### config.mk
export PLATFORM = sky130hd
export DESIGN_NAME = draw_sprite_multi_flat
export DESIGN_NICKNAME = d
export VERILOG_FILES = /design/src/rtl/draw_sprite_multi_pkg.sv /design/src/rtl/draw_sprite_multi_if.sv /design/src/rtl/draw_sprite_multi_sprite_hit_addr.sv /design/src/rtl/draw_sprite_multi.sv /design/src/flat_wrapper.sv
export SDC_FILE = /design/constraint.sdc
export NUM_CORES = 1
export LEC_CHECK = 0
export CORE_MARGIN = 2
export CORE_UTILIZATION = 30
export DETAILED_ROUTE_END_ITERATION = 10
export PLACE_DENSITY = 0.55
export SLEW_MARGIN = 15
export SYNTH_ARGS = -nofsm -noshare
export SYNTH_HDL_FRONTEND = slang
export SYNTH_HIERARCHICAL = 1
export SYNTH_SLANG_ARGS = --single-unit
### constraint.sdc
create_clock -name clk -period 10.45 [get_ports clk]
set_input_delay 1.045 -clock clk [delete_from_list [all_inputs] [get_ports clk]]
set_output_delay 1.045 -clock clk [all_outputs]
set_load 0.02 [all_outputs]
### src/rtl/draw_sprite_multi_pkg.sv
// Shared types and defaults for the multi-sprite overlay: latched per-channel
// attribute record, VGA timing bundle and the saturating tint helper.
package draw_sprite_multi_pkg;

  localparam int          SPR_W_DEF     = 48;
  localparam int          SPR_H_DEF     = 64;
  localparam int          N_FRAMES_DEF  = 4;
  localparam logic [11:0] KEY_COLOR_DEF = 12'hFAC;
  localparam logic [11:0] TINT_DEF      = 12'h4D2;

  // Latched frame index is held at a fixed width; wider FRAME_W is truncated.
  localparam int FRAME_MAX_W = 8;

  typedef struct packed {
    logic [11:0]            x;
    logic [11:0]            y;
    logic [1:0]             level;
    logic                   en;
    logic                   mirror;
    logic [FRAME_MAX_W-1:0] frame;
  } char_attr_t;

  typedef struct packed {
    logic [11:0] hcount;
    logic [11:0] vcount;
    logic        hsync;
    logic        vsync;
    logic        hblnk;
    logic        vblnk;
    logic [11:0] rgb;
  } vga_sig_t;

  function automatic logic [11:0] tint_add(input logic [11:0] pix, input logic [11:0] tint);
    logic [4:0]  sum;
    logic [11:0] res;
    res = '0;
    for (int k = 0; k < 3; k++) begin
      sum = {1'b0, pix[4*k +: 4]} + {1'b0, tint[4*k +: 4]};
      res[4*k +: 4] = sum[4] ? 4'hF : sum[3:0];
    end
    return res;
  endfunction

endpackage

### src/rtl/draw_sprite_multi_if.sv
// VGA stream bundle: timing counters, sync/blank flags and 12-bit rgb.
interface draw_sprite_multi_if;
  logic [11:0] hcount;
  logic [11:0] vcount;
  logic        hsync;
  logic        vsync;
  logic        hblnk;
  logic        vblnk;
  logic [11:0] rgb;

  modport master (output hcount, vcount, hsync, vsync, hblnk, vblnk, rgb);
  modport slave  (input  hcount, vcount, hsync, vsync, hblnk, vblnk, rgb);
endinterface

### src/rtl/draw_sprite_multi_sprite_hit_addr.sv
// One sprite channel: registered hit flag and sprite ROM address for the
// current pixel, computed from the attributes latched at vblank.
module draw_sprite_multi_sprite_hit_addr
  import draw_sprite_multi_pkg::*;
#(
  parameter int SPR_W  = SPR_W_DEF,
  parameter int SPR_H  = SPR_H_DEF,
  parameter int ADDR_W = 14
) (
  input  logic              clk,
  input  logic              rst_n,
  input  char_attr_t        i_attr,
  input  logic [1:0]        i_level_view,
  input  logic [11:0]       i_hcount,
  input  logic [11:0]       i_vcount,
  input  logic              i_active,
  output logic              o_hit,
  output logic [ADDR_W-1:0] o_addr
);

  localparam logic [12:0]       W13      = 13'(SPR_W);
  localparam logic [12:0]       H13      = 13'(SPR_H);
  localparam logic [ADDR_W-1:0] FRAME_SZ = ADDR_W'(SPR_W * SPR_H);
  localparam logic [ADDR_W-1:0] ROW_SZ   = ADDR_W'(SPR_W);
  localparam logic [ADDR_W-1:0] COL_LAST = ADDR_W'(SPR_W - 1);

  logic [12:0]       w_h13, w_v13, w_x13, w_y13;
  logic [12:0]       w_dx13, w_dy13;
  logic              w_in_x, w_in_y, w_hit;
  logic [ADDR_W-1:0] w_dx, w_dy, w_dx_eff, w_addr;
  logic              r_hit;
  logic [ADDR_W-1:0] r_addr;

  // 13-bit compares so a sprite near column 4095 clips instead of wrapping
  assign w_h13 = {1'b0, i_hcount};
  assign w_v13 = {1'b0, i_vcount};
  assign w_x13 = {1'b0, i_attr.x};
  assign w_y13 = {1'b0, i_attr.y};

  assign w_in_x = (w_h13 >= w_x13) && (w_h13 < (w_x13 + W13));
  assign w_in_y = (w_v13 >= w_y13) && (w_v13 < (w_y13 + H13));
  assign w_hit  = i_active && i_attr.en && (i_attr.level == i_level_view) && w_in_x && w_in_y;

  assign w_dx13   = w_h13 - w_x13;
  assign w_dy13   = w_v13 - w_y13;
  assign w_dx     = ADDR_W'(w_dx13);
  assign w_dy     = ADDR_W'(w_dy13);
  assign w_dx_eff = i_attr.mirror ? (COL_LAST - w_dx) : w_dx;
  assign w_addr   = (ADDR_W'(i_attr.frame) * FRAME_SZ) + (w_dy * ROW_SZ) + w_dx_eff;

  always_ff @(posedge clk or negedge rst_n) begin
    if (!rst_n) begin
      r_hit  <= 1'b0;
      r_addr <= '0;
    end else begin
      r_hit  <= w_hit;
      r_addr <= w_hit ? w_addr : '0;
    end
  end

  assign o_hit  = r_hit;
  assign o_addr = r_addr;

endmodule

### src/rtl/draw_sprite_multi.sv
// Multi-channel sprite compositor for the VGA chain (latency ROM_LAT+2).
// Define DRAW_SPRITE_TINT_EN to tint channels >= 1 by TINT (saturating).
module draw_sprite_multi
  import draw_sprite_multi_pkg::*;
#(
  parameter int          N_CHAR    = 2,
  parameter int          SPR_W     = SPR_W_DEF,
  parameter int          SPR_H     = SPR_H_DEF,
  parameter int          N_FRAMES  = N_FRAMES_DEF,
  parameter int          ROM_LAT   = 1,
  parameter logic [11:0] KEY_COLOR = KEY_COLOR_DEF,
  parameter logic [11:0] TINT      = TINT_DEF,
  localparam int         FRAME_W   = (N_FRAMES > 1) ? $clog2(N_FRAMES) : 1,
  localparam int         ADDR_W    = $clog2(N_FRAMES * SPR_W * SPR_H),
  localparam int         LAT       = ROM_LAT + 2
) (
  input  logic                            clk,
  input  logic                            rst_n,
  draw_sprite_multi_if.slave              vga_in,
  draw_sprite_multi_if.master             vga_out,
  input  logic [N_CHAR-1:0][11:0]         char_x,
  input  logic [N_CHAR-1:0][11:0]         char_y,
  input  logic [N_CHAR-1:0][1:0]          char_level,
  input  logic [N_CHAR-1:0]               char_en,
  input  logic [N_CHAR-1:0]               char_mirror,
  input  logic [N_CHAR-1:0][FRAME_W-1:0]  char_frame,
  input  logic [1:0]                      level_view,
  output logic [N_CHAR-1:0][ADDR_W-1:0]   pixel_addr,
  input  logic [N_CHAR-1:0][11:0]         rgb_pixel
);

`ifdef DRAW_SPRITE_TINT_EN
  localparam logic TINT_ON = 1'b1;
`else
  localparam logic TINT_ON = 1'b0;
`endif
  // With the tint disabled the added amount is zero, so raw pixels pass.
  localparam logic [11:0] TINT_EFF = TINT & {12{TINT_ON}};

  char_attr_t        r_attr [N_CHAR];
  char_attr_t        w_attr_new [N_CHAR];
  logic [1:0]        r_level_view;
  logic              r_vblnk_prev;
  logic              w_latch;
  logic              w_active;
  logic [N_CHAR-1:0] w_hit;
  logic [N_CHAR-1:0] r_hit_d [ROM_LAT];
  logic [N_CHAR-1:0] w_hit_al;
  vga_sig_t          w_in;
  vga_sig_t          r_pipe [LAT-1];
  vga_sig_t          w_dly;
  vga_sig_t          r_out;
  logic [11:0]       w_rgb_next;

  assign w_latch  = vga_in.vblnk & ~r_vblnk_prev;
  assign w_active = ~vga_in.hblnk & ~vga_in.vblnk;

  always_comb begin
    for (int i = 0; i < N_CHAR; i++) begin
      w_attr_new[i]        = '0;
      w_attr_new[i].x      = char_x[i];
      w_attr_new[i].y      = char_y[i];
      w_attr_new[i].level  = char_level[i];
      w_attr_new[i].en     = char_en[i];
      w_attr_new[i].mirror = char_mirror[i];
      w_attr_new[i].frame  = (int'(char_frame[i]) >= N_FRAMES) ?
                             FRAME_MAX_W'(N_FRAMES - 1) : FRAME_MAX_W'(char_frame[i]);
    end
  end

  always_ff @(posedge clk or negedge rst_n) begin
    if (!rst_n) begin
      r_vblnk_prev <= 1'b0;
      r_level_view <= '0;
      for (int i = 0; i < N_CHAR; i++) r_attr[i] <= '0;
    end else begin
      r_vblnk_prev <= vga_in.vblnk;
      if (w_latch) begin
        r_level_view <= level_view;
        for (int i = 0; i < N_CHAR; i++) r_attr[i] <= w_attr_new[i];
      end
    end
  end

  for (genvar g = 0; g < N_CHAR; g++) begin : g_chan
    draw_sprite_multi_sprite_hit_addr #(
      .SPR_W  (SPR_W),
      .SPR_H  (SPR_H),
      .ADDR_W (ADDR_W)
    ) u_hit_addr (
      .clk          (clk),
      .rst_n        (rst_n),
      .i_attr       (r_attr[g]),
      .i_level_view (r_level_view),
      .i_hcount     (vga_in.hcount),
      .i_vcount     (vga_in.vcount),
      .i_active     (w_active),
      .o_hit        (w_hit[g]),
      .o_addr       (pixel_addr[g])
    );
  end

  always_comb begin
    w_in        = '0;
    w_in.hcount = vga_in.hcount;
    w_in.vcount = vga_in.vcount;
    w_in.hsync  = vga_in.hsync;
    w_in.vsync  = vga_in.vsync;
    w_in.hblnk  = vga_in.hblnk;
    w_in.vblnk  = vga_in.vblnk;
    w_in.rgb    = vga_in.rgb;
  end

  // Timing/background run LAT-1 stages; the output register adds the last.
  always_ff @(posedge clk or negedge rst_n) begin
    if (!rst_n) begin
      for (int k = 0; k < LAT-1; k++) r_pipe[k] <= '0;
      for (int k = 0; k < ROM_LAT; k++) r_hit_d[k] <= '0;
    end else begin
      r_pipe[0] <= w_in;
      for (int k = 1; k < LAT-1; k++) r_pipe[k] <= r_pipe[k-1];
      r_hit_d[0] <= w_hit;
      for (int k = 1; k < ROM_LAT; k++) r_hit_d[k] <= r_hit_d[k-1];
    end
  end

  assign w_dly    = r_pipe[LAT-2];
  assign w_hit_al = r_hit_d[ROM_LAT-1];

  // Scan from lowest priority upward so channel 0 overrides last.
  always_comb begin
    w_rgb_next = w_dly.rgb;
    for (int i = N_CHAR-1; i >= 0; i--) begin
      if (w_hit_al[i] && (rgb_pixel[i] != KEY_COLOR)) begin
        w_rgb_next = (i >= 1) ? tint_add(rgb_pixel[i], TINT_EFF) : rgb_pixel[i];
      end
    end
    if (w_dly.hblnk || w_dly.vblnk) w_rgb_next = w_dly.rgb;
  end

  always_ff @(posedge clk or negedge rst_n) begin
    if (!rst_n) begin
      r_out <= '0;
    end else begin
      r_out     <= w_dly;
      r_out.rgb <= w_rgb_next;
    end
  end

  assign vga_out.hcount = r_out.hcount;
  assign vga_out.vcount = r_out.vcount;
  assign vga_out.hsync  = r_out.hsync;
  assign vga_out.vsync  = r_out.vsync;
  assign vga_out.hblnk  = r_out.hblnk;
  assign vga_out.vblnk  = r_out.vblnk;
  assign vga_out.rgb    = r_out.rgb;

endmodule

### src/flat_wrapper.sv
// flat-port wrapper written by rule: the top's interface ports become plain ports
module draw_sprite_multi_flat import draw_sprite_multi_pkg::*;
#(
  parameter int          N_CHAR    = 2,
  parameter int          SPR_W     = SPR_W_DEF,
  parameter int          SPR_H     = SPR_H_DEF,
  parameter int          N_FRAMES  = N_FRAMES_DEF,
  parameter int          ROM_LAT   = 1,
  parameter logic [11:0] KEY_COLOR = KEY_COLOR_DEF,
  parameter logic [11:0] TINT      = TINT_DEF,
  localparam int         FRAME_W   = (N_FRAMES > 1) ? $clog2(N_FRAMES) : 1,
  localparam int         ADDR_W    = $clog2(N_FRAMES * SPR_W * SPR_H),
  localparam int         LAT       = ROM_LAT + 2
)
  (clk, rst_n, char_x, char_y, char_level, char_en, char_mirror, char_frame, level_view, pixel_addr, rgb_pixel, vga_in_hcount, vga_in_vcount, vga_in_hsync, vga_in_vsync, vga_in_hblnk, vga_in_vblnk, vga_in_rgb, vga_out_hcount, vga_out_vcount, vga_out_hsync, vga_out_vsync, vga_out_hblnk, vga_out_vblnk, vga_out_rgb);
  draw_sprite_multi_if vga_in_i ();
  draw_sprite_multi_if vga_out_i ();
  input  logic clk;
  input  logic rst_n;
  input  logic [N_CHAR-1:0][11:0] char_x;
  input  logic [N_CHAR-1:0][11:0] char_y;
  input  logic [N_CHAR-1:0][1:0] char_level;
  input  logic [N_CHAR-1:0] char_en;
  input  logic [N_CHAR-1:0] char_mirror;
  input  logic [N_CHAR-1:0][FRAME_W-1:0] char_frame;
  input  logic [1:0] level_view;
  output logic [N_CHAR-1:0][ADDR_W-1:0] pixel_addr;
  input  logic [N_CHAR-1:0][11:0] rgb_pixel;
  input wire logic [$bits(vga_in_i.hcount)-1:0] vga_in_hcount;
  input wire logic [$bits(vga_in_i.vcount)-1:0] vga_in_vcount;
  input wire logic [$bits(vga_in_i.hsync)-1:0] vga_in_hsync;
  input wire logic [$bits(vga_in_i.vsync)-1:0] vga_in_vsync;
  input wire logic [$bits(vga_in_i.hblnk)-1:0] vga_in_hblnk;
  input wire logic [$bits(vga_in_i.vblnk)-1:0] vga_in_vblnk;
  input wire logic [$bits(vga_in_i.rgb)-1:0] vga_in_rgb;
  output wire logic [$bits(vga_out_i.hcount)-1:0] vga_out_hcount;
  output wire logic [$bits(vga_out_i.vcount)-1:0] vga_out_vcount;
  output wire logic [$bits(vga_out_i.hsync)-1:0] vga_out_hsync;
  output wire logic [$bits(vga_out_i.vsync)-1:0] vga_out_vsync;
  output wire logic [$bits(vga_out_i.hblnk)-1:0] vga_out_hblnk;
  output wire logic [$bits(vga_out_i.vblnk)-1:0] vga_out_vblnk;
  output wire logic [$bits(vga_out_i.rgb)-1:0] vga_out_rgb;
  assign vga_in_i.hcount = vga_in_hcount;
  assign vga_in_i.vcount = vga_in_vcount;
  assign vga_in_i.hsync = vga_in_hsync;
  assign vga_in_i.vsync = vga_in_vsync;
  assign vga_in_i.hblnk = vga_in_hblnk;
  assign vga_in_i.vblnk = vga_in_vblnk;
  assign vga_in_i.rgb = vga_in_rgb;
  assign vga_out_hcount = vga_out_i.hcount;
  assign vga_out_vcount = vga_out_i.vcount;
  assign vga_out_hsync = vga_out_i.hsync;
  assign vga_out_vsync = vga_out_i.vsync;
  assign vga_out_hblnk = vga_out_i.hblnk;
  assign vga_out_vblnk = vga_out_i.vblnk;
  assign vga_out_rgb = vga_out_i.rgb;
  draw_sprite_multi #(.N_CHAR(N_CHAR), .SPR_W(SPR_W), .SPR_H(SPR_H), .N_FRAMES(N_FRAMES), .ROM_LAT(ROM_LAT), .KEY_COLOR(KEY_COLOR), .TINT(TINT)) u_core (.clk(clk), .rst_n(rst_n), .vga_in(vga_in_i), .vga_out(vga_out_i), .char_x(char_x), .char_y(char_y), .char_level(char_level), .char_en(char_en), .char_mirror(char_mirror), .char_frame(char_frame), .level_view(level_view), .pixel_addr(pixel_addr), .rgb_pixel(rgb_pixel));
endmodule
==> reports/metrics.yaml, run 1 <==
sta:
  hold_viol: 0
  slew_violations: 0
  worstMarginPinSlew_ps: 1130
  setup_slack_ps: 4980
  clock.fmax_mhz: 183
  holdWs_ps: 346
  clock_skew_ps: 6.99
  slew_headroom_pct: 24.4
  setup_viol: 0
  period_needed_ps: 5470
  rsz0062_at_grt: "false"
  fin_setup_tns_ps: 0
pwr:
  total_power_w: 0.00399
  pg_seq_w: 0.000934
  maxPowerGroup: "combinational cells"
  switching_share_pct: 38.3
  peakVddDrop_uv: 186
  powerClk_w: 0.000901
  clkPwrFrac_pct: 22.6
  comb_power_share_pct: 54.0
  power_frac_seq_pct: 23.4
  p_switching_w: 0.00153
  p_int_w: 0.00246
  pwr_density_cell_nw_per_um2: 254
  leakagePower_nw: 6.89
die:
  die_area_um2: 42700
  die_h_um: 207
  core.rowCount: 74
  core_area_um2: 40700
  die_x_um: 207
  fp_util_pct: 30.3
  num_io_pins: 196
setup_path:
  cp.buffers_inverters: 2
  startpoint: "vga_in_hcount[1]"
  start_kind: "input port"
  timing.rr.start: "u_core/r_attr[25]"
  path_cells: "clkdlybuf4s50_1 > ha_1 > nor2b_1 > o31a_1 > or2_2 > a21oi_1 > xnor2_1 > ha_1 > nand2_1 > xnor2_1 > ha_1 > inv_1 > fa_1 > nor2b_1 > o21ai_0 > a21boi_0 > nor2_1 > nor2_1 > o41a_1 > xnor3_1 > xnor2_1 > nor2_1"
  cpLargestDelayFamily: "adder cells"
  cp-end-kind: "register"
  crit_slowest_cell: "clkdlybuf4s50_1"
  critPathCapture: "u_core/g_chan[1].u_hit_addr/o_addr[13]"
  required_ps: 10840
  regToRegSetupSlack_ps: 5750
  cp_data_arrival_time_ps: 5870
  critPathKind: "input port to register"
  path_depth: 22
  cp_slowest_stage_delay_ps: 670
  worst-path-max-fanout: 5
  rr_worst_depth: 22
synth:
  yosys-stat-area_um2: 12300
  edf_count: 0
  ys_sh_aoi_pct: 12.1
  yosys-top-cells-count: "214 x dfrtp_1, 128 x ha_1, 101 x inv_1"
  async_flop_share_pct: 100
  ys_warn_count: 6
  synth.avg_cell_area_um2: 11.2
  most_common_cell: "dfrtp_1"
  xor_share_pct: 8.15
  synthSimpleGateAreaFrac_pct: 10.7
  synthCells: 1096
  synthDistinctLibCells: 87
  adder_share_pct: 15.6
  syn_area_um2: 12300
  top_area_cell: "dfrtp_1"
  top_area_share_pct: 43.4
  synth.logic.top_family: "adder cells"
  synth-main-ff-cell: "dfrtp_1"
  ys_cells: 1096
  ys_seq_elements: 214
  area_leaders: "dfrtp_1 43%, ha_1 13%, mux2_2 5.7%"
  ys_sh_mux_pct: 5.74
  ys_seq_share_pct: 43.4
worst_hold_path:
  min_path_type: "register to register"
final_layout:
  n_antenna_cell: 0
  final_cell_mix: "214 x dfrtp_1, 194 x clkdlybuf4s50_1, 128 x ha_1"
  seqCellArea_um2: 5360
  nets: 1574
  fillers: 4015
  design_area_um2: 15700
  largest_reg_flops: 80
  fin_util_pct: 38.6
  area_delta_synth_final_pct: 27.5
  logic_area_um2: 6480
  drive_gt1_share_pct: 11.9
  regMostFlops: "u_core/r_pipe"
  instances_no_fill: 1851
  lay_top_count: "dfrtp_1"
clock_tree:
  clockBufferDepth: 3
  cts_tree: "built"
  post_cts_buffers: 0
  insertion_delay_ps: 530
  cts_root_buffer: "clkbuf_16"
  cts_buffers: 24
  ctsHtreeMaxLevel: 1
  hold_buffers: 0
  clk_pin_slew_ps: 60
  cts_sinks: 214
  cts_resized: 0
route:
  wl_met1_um: 13900
  wl_met3_um: 1780
  drc: 0
  wl_um: 30800
  postRouteAntennaNets: 0
  wl_per_cell_um: 16.6
  routed.top_layer: "met5"
  num_vias: 8760
  vias_per_cell: 4.73
  drt-pass1-iter-count: 7
  route.met2.wl_um: 14500
  drt_iter0_markers: 387
placement:
  io_buffers: 195
  place_inst: 1808
  gp_congestion: 0.856
  place_area_um2: 14900
  dp_slack_ps: 4460
  dp_hpwl_um: 23700
grt:
  antenna_found_initial: 1
  grt_first_pass_wirelength_um: 48100
  use_met2_pct: 24.1
  use_met1_pct: 19.2
  top_usage_layer: "met2"
  globalRouteOverflowTotal: 0
  gr-usage-met3_pct: 2.42
  grt_usage_pct: 14.4
  grt_pass1_vias: 8866
  grt_max_degree: 94
outcome:
  outcome: "complete, no violations"
flow_run:
  max_cap_viol_count: 0
  warning_count: 30
## run 1: worst min path at each step
stage,end,depth (start not counted),startpoint,slack (ps)
floorplan,u_core/r_hit_d[0],0,u_core/g_chan[0].u_hit_addr/o_hit,330
global placement,u_core/r_pipe[8],0,u_core/r_pipe[48],330
detailed placement,u_core/r_pipe[21],0,u_core/r_pipe[61],330
CTS,u_core/r_pipe[24],0,u_core/r_pipe[64],350
global route,u_core/r_pipe[22],0,u_core/r_pipe[62],350
finish,u_core/r_pipe[34],0,u_core/r_pipe[74],350
## run 1: area by class of cell
class,count,share of cell area (%)
multi-input cells,763,41.2
flip-flops and latches,214,34.1
repair buffers,198,12.6
clock buffers,33,4.62
well taps,532,4.23
inverters,101,2.41
clock inverters,10,0.867
==> run_1/port_trees.png <==
(2 px per um)
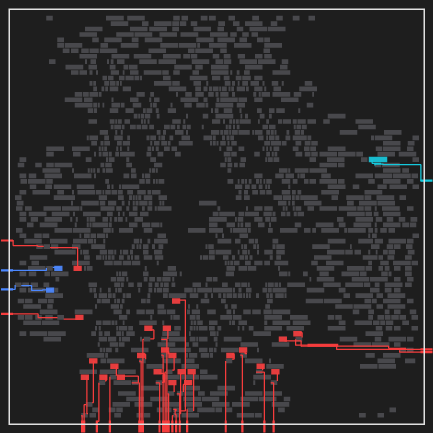
char_en -> blue  # bits 2, direction input, edge left, end cells 2, buffers 2, wire 45.1 um
char_y -> red  # bits 24, direction input, edge 20 bottom, 2 right, 2 left, end cells 24, buffers 24, wire 897 um
vga_in_hsync -> cyan  # bits 1, direction input, edge right, end cells 1, buffers 1, wire 39.5 um

==> run_1/closeup.png <==
Region (145, 145) to (165, 165) um. Cells in gray, sequential cells in the stronger gray; small squares are vias.
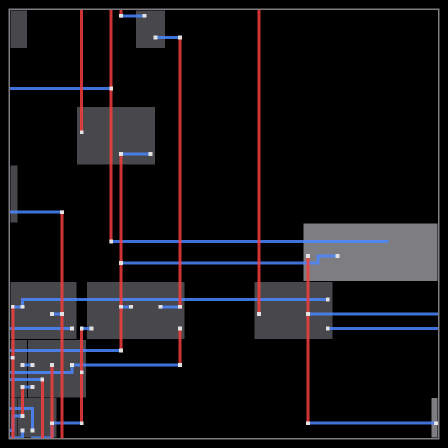
M1 -> blue
M2 -> red
most frequent = clkdlybuf4s50_1 (2), ha_1 (2)
cells with their middle in the window = 8
netlist names of flops here include = u_core/r_pipe (1)
sequential cells in the window = 1

==> run_1/m2.png <==
(2 px per um) Cells faint in the background.
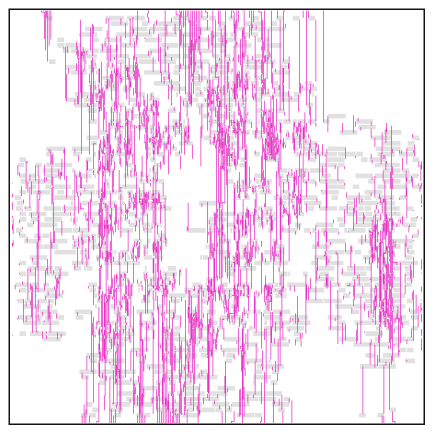
share of all routed wire = 47%
nets with wire on the layer = 1342
wire length on this layer = 14500 um

==> run_1/layers.png <==
(3 px per um) Only two layers are drawn.
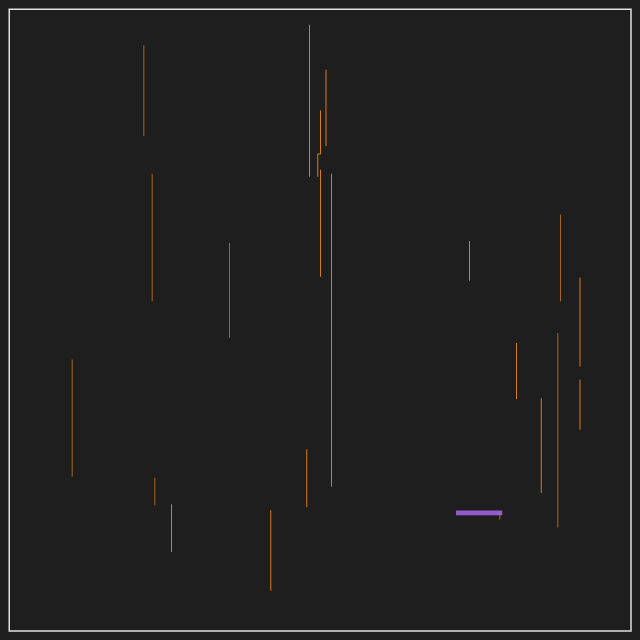

## Run 2: what changed since run 1
- PLACE_DENSITY: 0.55 -> 0.57
- clock period: 10.45 -> 4.7 ns (I/O delays scaled with it)
==> run_2/layers.png <==
(3 px per um) Only two layers are drawn.
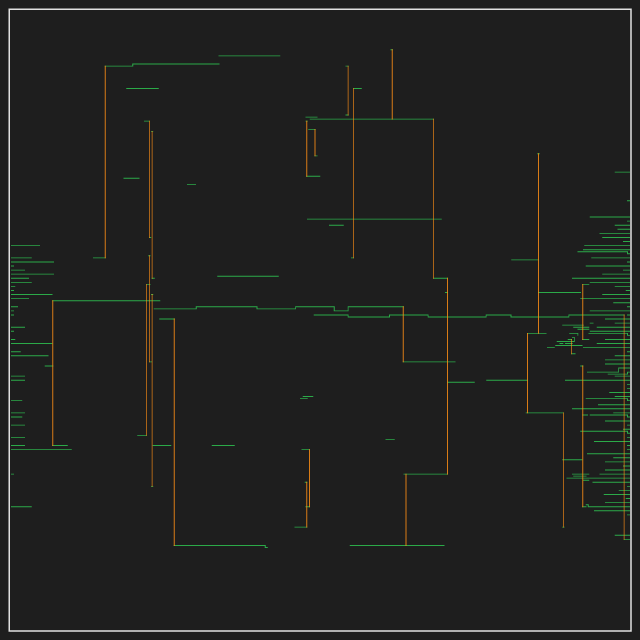
M3 -> green  # wire length 1530 um
M4 -> orange  # wire length 1010 um

==> run 2 against run 1 <==
  * Utilization increased by 3.9 points
  * Worst hold slack got worse by 160 ps
  * Non-clock buffer count increased by 170
  * Clock power increased by 130%
  * Clock-buffer cell count decreased by 3
  * Flip-flop count unchanged
  * Cell count increased by 9.5%
  * Sequential share of layout area decreased by 3.1 points
  * Critical endpoint is now u_core/g_chan[0].u_hit_addr/o_addr[13]
  * Largest power group unchanged
==> reports/metrics.yaml, run 2 <==
outcome:
  outcome: "complete, no violations"
placement:
  dp_slack_ps: -626
  place_area_um2: 16100
  gp_congestion: 0.873
  place_inst: 1970
  io_buffers: 195
  dp_hpwl_um: 25000
setup_path:
  required_ps: 5160
  cp-end-kind: "register"
  crit_slowest_cell: "fa_1"
  cp_slowest_stage_delay_ps: 560
  worst-path-max-fanout: 5
  crit_top_cell: "nor2_1"
  startpoint: "vga_in_hcount[2]"
  timing.rr.start: "u_core/r_attr[60]"
  path_cells: "clkdlybuf4s50_1 > ha_1 > o21a_1 > o31a_1 > nor2_1 > nor2_1 > nor2_1 > xnor2_1 > ha_2 > or3_4 > nor3_4 > nand2b_4 > xnor2_2 > fa_1 > ha_4 > o21a_1 > o41ai_2 > xor2_1 > xnor3_1 > nor3_1"
  start_kind: "input port"
  cp.buffers_inverters: 1
  regToRegSetupSlack_ps: 220
  rr_endpoint: "u_core/g_chan[0].u_hit_addr/o_addr[13]"
  rr_worst_depth: 18
  critPathKind: "input port to register"
  cpLargestDelayFamily: "adder cells"
  cp_data_arrival_time_ps: 4960
  path_depth: 20
  critPathCapture: "u_core/g_chan[0].u_hit_addr/o_addr[13]"
synth:
  ys_seq_elements: 214
  yosys-top-cells-count: "214 x dfrtp_1, 128 x ha_1, 101 x inv_1"
  async_flop_share_pct: 100
  ys_cells: 1096
  area_leaders: "dfrtp_1 43%, ha_1 13%, mux2_2 5.7%"
  synth.avg_cell_area_um2: 11.2
  ys_warn_count: 6
  synthDistinctLibCells: 87
  most_common_cell: "dfrtp_1"
  ys_seq_share_pct: 43.4
  top_area_cell: "dfrtp_1"
  top_area_share_pct: 43.4
  yosys-stat-area_um2: 12300
  synth-main-ff-cell: "dfrtp_1"
  syn_area_um2: 12300
  edf_count: 0
  synthCells: 1096
clock_tree:
  cts_tree: "built"
  post_cts_buffers: 0
  cts_buffers: 26
  cts_resized: 2
  cts_sinks: 214
  ctsHtreeMaxLevel: 1
  cts_root_buffer: "clkbuf_16"
  insertion_delay_ps: 550
  clockBufferDepth: 3
  hold_buffers: 1
  clk_pin_slew_ps: 60
pwr:
  peakVddDrop_uv: 504
  pwr_density_cell_nw_per_um2: 605
  leakagePower_nw: 7.79
  total_power_w: 0.0105
grt:
  grt_first_pass_wirelength_um: 50700
  grt_usage_pct: 15.1
  grt_pass1_vias: 9723
  globalRouteOverflowTotal: 0
  grt_max_degree: 106
  antenna_found_initial: 1
route:
  drc: 0
  wl_um: 32800
  drt_iter0_markers: 410
  wl_per_cell_um: 16.2
  vias_per_cell: 4.68
  num_vias: 9486
  drt-pass1-iter-count: 5
  postRouteAntennaNets: 0
die:
  die_x_um: 207
  num_io_pins: 196
  core_area_um2: 40700
  num_tap_cells: 532
  fp_util_pct: 30.3
  die_h_um: 207
  die_area_um2: 42700
  core.rowCount: 74
sta:
  holdWs_ps: 187
  clock.fmax_mhz: 223
  slew_violations: 0
  clock_skew_ps: 15.7
  slew_headroom_pct: 38.3
  rsz0062_at_grt: "true"
  setup_viol: 0
  setup_slack_ps: 207
  fin_setup_tns_ps: 0
  finalCritPeriodShare_pct: 95.6
  period_needed_ps: 4490
  worstMarginPinSlew_ps: 925
  hold_viol: 0
final_layout:
  largest_reg_flops: 80
  area_delta_synth_final_pct: 40.5
  n_all_inverters: 101
  drive_gt1_share_pct: 25.2
  lay_top_count: "dfrtp_1"
  design_area_um2: 17300
  logic_area_um2: 6740
  buf_share_pct: 19.0
  flop-count: 214
  fillers: 3915
  fin_util_pct: 42.5
  nets: 1746
  n_antenna_cell: 0
  largest_cell_class: "multi-input combinational cells"
  nClkBuffers: 30
  sh_seq_area_pct: 30.9
  final_cell_mix: "214 x dfrtp_1, 191 x clkdlybuf4s50_1, 168 x buf_4"
  regMostFlops: "u_core/r_pipe"
  seqCellArea_um2: 5360
  logic_gates: 763
  instances_no_fill: 2026
  signal_buffers: 368
  clock_area_share_pct: 5.13
  comb_area_share_pct: 38.9
flow_run:
  max_cap_viol_count: 0
  warning_count: 34
worst_hold_path:
  min_to: "u_core/r_pipe[56]"
  min_path_type: "input port to register"
  min_path_cells: 1
  min_from: "vga_in_vcount[0]"
## run 2: layer usage
metal | GRT usage [%] | vias up | share of wire, %
li1 | - | 4607 | -
met1 | 19.1 | 4596 | 44
met2 | 26.3 | 224 | 48
met3 | 2.59 | 59 | 4.7
met4 | 4.74 | 0 | 3.1
met5 | 0 | - | 0
## run 2: cells by family (layout without fill, tap and decap cells)
kind of cell / after synthesis / after routing / share of synthesized area, %
fa+ha+maj: 144 / 144 / 15.6
flops: 214 / 214 / 43.4
mux: 63 / 63 / 5.74
xor+xnor: 110 / 110 / 8.15
other cells: 1 / 6 / 0.0304
compound gates: 201 / 201 / 12.1
buf+inv: 124 / 517 / 4.20
simple gates: 239 / 239 / 10.7
## run 2: power by group
group,internal (W),switching [W]
registers,0.00198,0.000104
logic,0.00344,0.00292
clock network,0.00119,0.000852
Power is estimated from default activity; no workload was simulated.
